==> config.mk <==
export PLATFORM = sky130hd
export DESIGN_NAME = intra_tu_seq
export DESIGN_NICKNAME = d
export VERILOG_FILES = /design/src/rtl/intra_tu_seq.sv
export SDC_FILE = /design/constraint.sdc
export NUM_CORES = 1
export LEC_CHECK = 0
export ABC_AREA = 1
export CORE_MARGIN = 2
export CORE_UTILIZATION = 52
export CTS_CLUSTER_SIZE = 10
export DETAILED_ROUTE_END_ITERATION = 10
export GPL_ROUTABILITY_DRIVEN = 1
export GPL_TIMING_DRIVEN = 0
export PLACE_DENSITY = 0.84
export SETUP_SLACK_MARGIN = 0.15
export SYNTH_ARGS = -nofsm -noshare
export SYNTH_HDL_FRONTEND = slang
export SYNTH_SLANG_ARGS = --single-unit
==> constraint.sdc <==
create_clock -name clk -period 5.1 [get_ports clk]
set_input_delay 0.51 -clock clk [delete_from_list [all_inputs] [get_ports clk]]
set_output_delay 0.51 -clock clk [all_outputs]
set_load 0.005 [all_outputs]
Fig. 1: run 1, pin placement
Pins as bars across the die edge, other pins in gray.
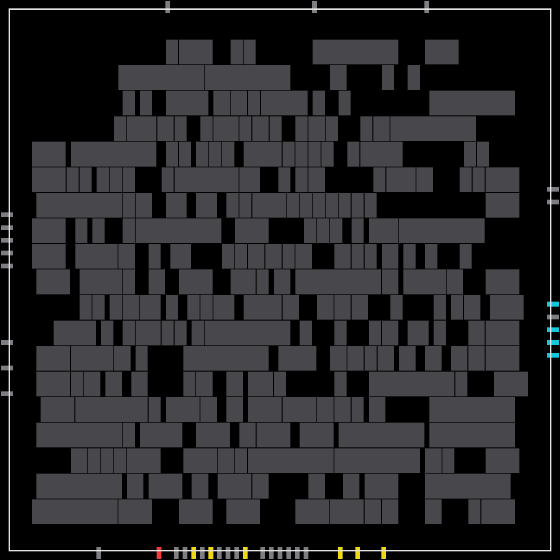
| port | color | pins | direction | edge |
|---|---|---|---|---|
| preStage | cyan | 4 | output | right |
| mode | yellow | 6 | output | bottom |
| arst_n | red | 1 | input | bottom |
PortBufs: 37
die span in y: 57.51 um
Die X: 57.51 um

Fig. 2: run 1, gate families picked out
Scale bar: 20 um.
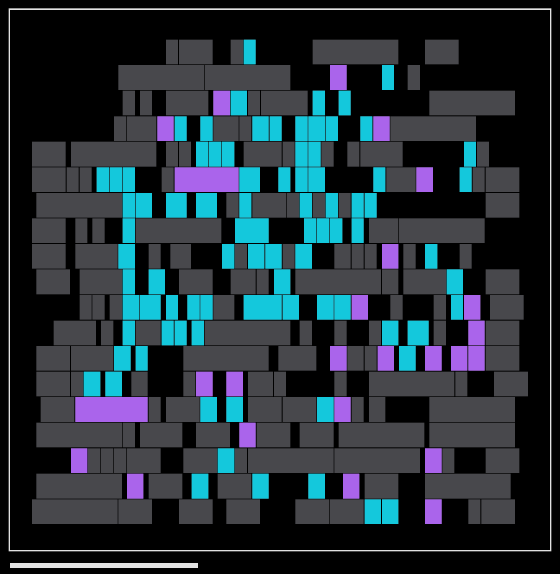
| family | color | cells |
|---|---|---|
| nand cells | cyan | 83 |
| aoi and oai cells | purple | 25 |
Top cell excl fill/tap: nand2_1
logic share of the area: 39.84%
Finished Layout Cells: 280

Fig. 3: run 1, clock wiring as the flow saved it
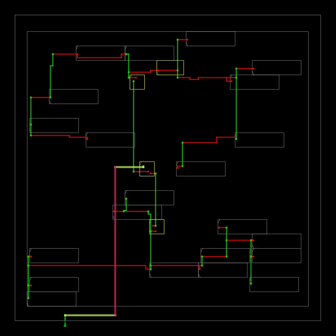
Clock buffer cells: 4
Flops: 22
clk sinks: 22
clock latency at the later pin of the worst-skew pair: 0.31 ns

==> impl_metrics.json <==
{
  "grt_pass1_wl_um": 5802,
  "top_cell": "nand2_1",
  "cp.depth": 6,
  "fin_tns_setup_ns": 0,
  "cts_root_buf": "clkbuf_4",
  "hpwl_um": 2585,
  "critPathTopFamily": "buffers and inverters",
  "cts_hold_buf": 0,
  "slew_violations": 0,
  "synth.mux.area_fraction_pct": 0,
  "bufAreaShareNonClock_pct": 20.05,
  "clk_pin_slew_worst_paths_ns": 0.13,
  "synth.distinct_cells": 25,
  "gp_congestion": 0.8486,
  "io-pin-count": 38,
  "cp_slowest_cell": "clkdlybuf4s50_1",
  "synth-seq-area-share_pct": 36.97,
  "diodes": 0,
  "worstPathBufferInverterCount": 3,
  "chipArea_sq_mm": 0.003307,
  "finalCriticalPeriod_ns": 2.727,
  "inverters_excl_clock": 40,
  "post_cts_buffers": 0,
  "fin_ws_ns": 2.373,
  "pwr-share-comb_pct": 52.6,
  "dominant_cells": "logic gates",
  "p_clk_uw": 98.2,
  "p_leak_uw": 0.0009831,
  "post-route-period-util_pct": 53.46,
  "cts.repair.resized": 0,
  "clock_area_share_pct": 1.876,
  "drcViolationCount": 0,
  "final_area_sq_mm": 0.001934,
  "edf_count": 0,
  "logic_gate_count": 142,
  "syn_area_per_cell_sq_um": 7.158,
  "synthCells": 208,
  "logic_area_sq_um": 770.7,
  "skew_ns": 0.008226,
  "cp.required_ns": 4.59,
  "routed_wl_um": 3279,
  "first_pass_iters": 5,
  "critPathMaxFanout": 10,
  "end_kind": "primary output",
  "drive_gt1_share_pct": 6.827,
  "top_area_cell": "dfrtp_1",
  "fin_util_pct": 70.76,
  "ctsLongestPathBuffers": 2,
  "max_stage_delay_ns": 0.52,
  "ys_warn_count": 0,
  "place_area_sq_mm": 0.001898,
  "ff_type": "dfrtp_1",
  "netSwitchingFraction_pct": 41.22,
  "crit_chain": "inv_1 > ha_1 > clkbuf_1 > nand2_1 > o21ai_0 > clkdlybuf4s50_1",
  "ys.flops": 22,
  "dp_slack_ns": 2.720,
  "n_tap_cell": 31,
  "top_logic_kind": "simple AND/OR/NAND/NOR gates",
  "powerDensity_mw_per_mm2": 350.9,
  "simple_gate_share_pct": 32.86,
  "p_int_uw": 398.9,
  "holdCritPathClass": "reg -> reg",
  "top_power_group": "combinational cells",
  "path_class": "reg -> out",
  "core_sq_mm": 0.002734,
  "fmax_mhz": 366.7,
  "hold_viol": 0,
  "synth_area_sq_mm": 0.001489,
  "yosys-top-cells-area": "dfrtp_1 37%, nand2_1 12%, nand3_1 10%",
  "finalSetupViolations": 0,
  "power_frac_seq_pct": 32.9,
  "buffers": 41,
  "cts-buffers-inserted": 3,
  "antenna_found_initial": 0,
  "async_flop_share_pct": 100.0,
  "yosys_area_sq_mm": 0.001489,
  "status": "finished, final reports clean",
  "ant_nets": 0,
  "cp.arrival_ns": 2.22,
  "xor_area_share_pct": 1.765,
  "grt_max_degree": 23,
  "final_nets": 272,
  "rsz0062_at_grt": "no",
  "relSlewSlack_pct": 33.36,
  "pg_comb_uw": 357,
  "reg2reg_depth": 10,
  "seq_share_pct": 28.46,
  "hold_ws_ns": 0.5434,
  "r2r_slack_ns": 3.15,
  "top_area_share_pct": 36.97,
  "num_vias": 1462,
  "aoi_share_pct": 10.42,
  "cp-start-kind": "flop",
  "via_per_inst": 5.221,
  "area_growth_pct": 29.92,
  "ff_latch_area_sq_um": 550.5,
  "htree_levels": 1,
  "nFillCells": 229,
  "largest_reg_flops": 6,
  "syn-num-nets": 230,
  "clkPwrFrac_pct": 14.5,
  "adder_share_pct": 6.723,
  "power.total_uw": 678.7,
  "grt_pass1_vias": 1353,
  "maxCapViolations": 0,
  "whs_path_depth": 2,
  "core_util_floorplan_pct": 54.46,
  "avgRoutedWirePerCell_um": 11.71,
  "initialDrtViolationCount": 60,
  "post-place-cells": 276,
  "grt_usage_pct": 22.20,
  "power_switching_uw": 279.8,
  "netlist_top_cells_count": "46 x nand2_1, 39 x inv_1, 30 x nand3_1",
  "row_count": 19,
  "ys_cells": 208,
  "worstMarginPinSlew_ns": 0.9965,
  "powerSeq_uw": 223,
  "tritoncts": "yes",
  "grt_overflow": 0,
  "tool_warnings": 29,
  "max-vdd-ir-drop_uv": 249.7
}
## run 1: routing by layer
layer / routed length [um] / track usage, % / share of wire (%)
met5: 0 / 0 / 0
met4: 27 / 7.973 / 0.82
met3: 133 / 1.361 / 4.1
met2: 1530 / 35.88 / 47
met1: 1587 / 31.47 / 48
## run 1: layout by cell type (no fill, tap or decap), types with 2 or more instances in the layout
cell type / count
nand4_1: 3
nor2_1: 15
xor2_1: 2
nor2_2: 2
ha_1: 8
clkdlybuf4s50_1: 37
clkbuf_1: 2
nand3_1: 30
nand2_1: 46
dfrtp_1: 22
clkbuf_4: 3
inv_1: 39
o21ai_0: 18
nor3_1: 3
a21oi_1: 2
nand2_2: 2
o21ai_1: 3
nor2_4: 2
No activity file was given, so power comes from the tool's default toggle rates.
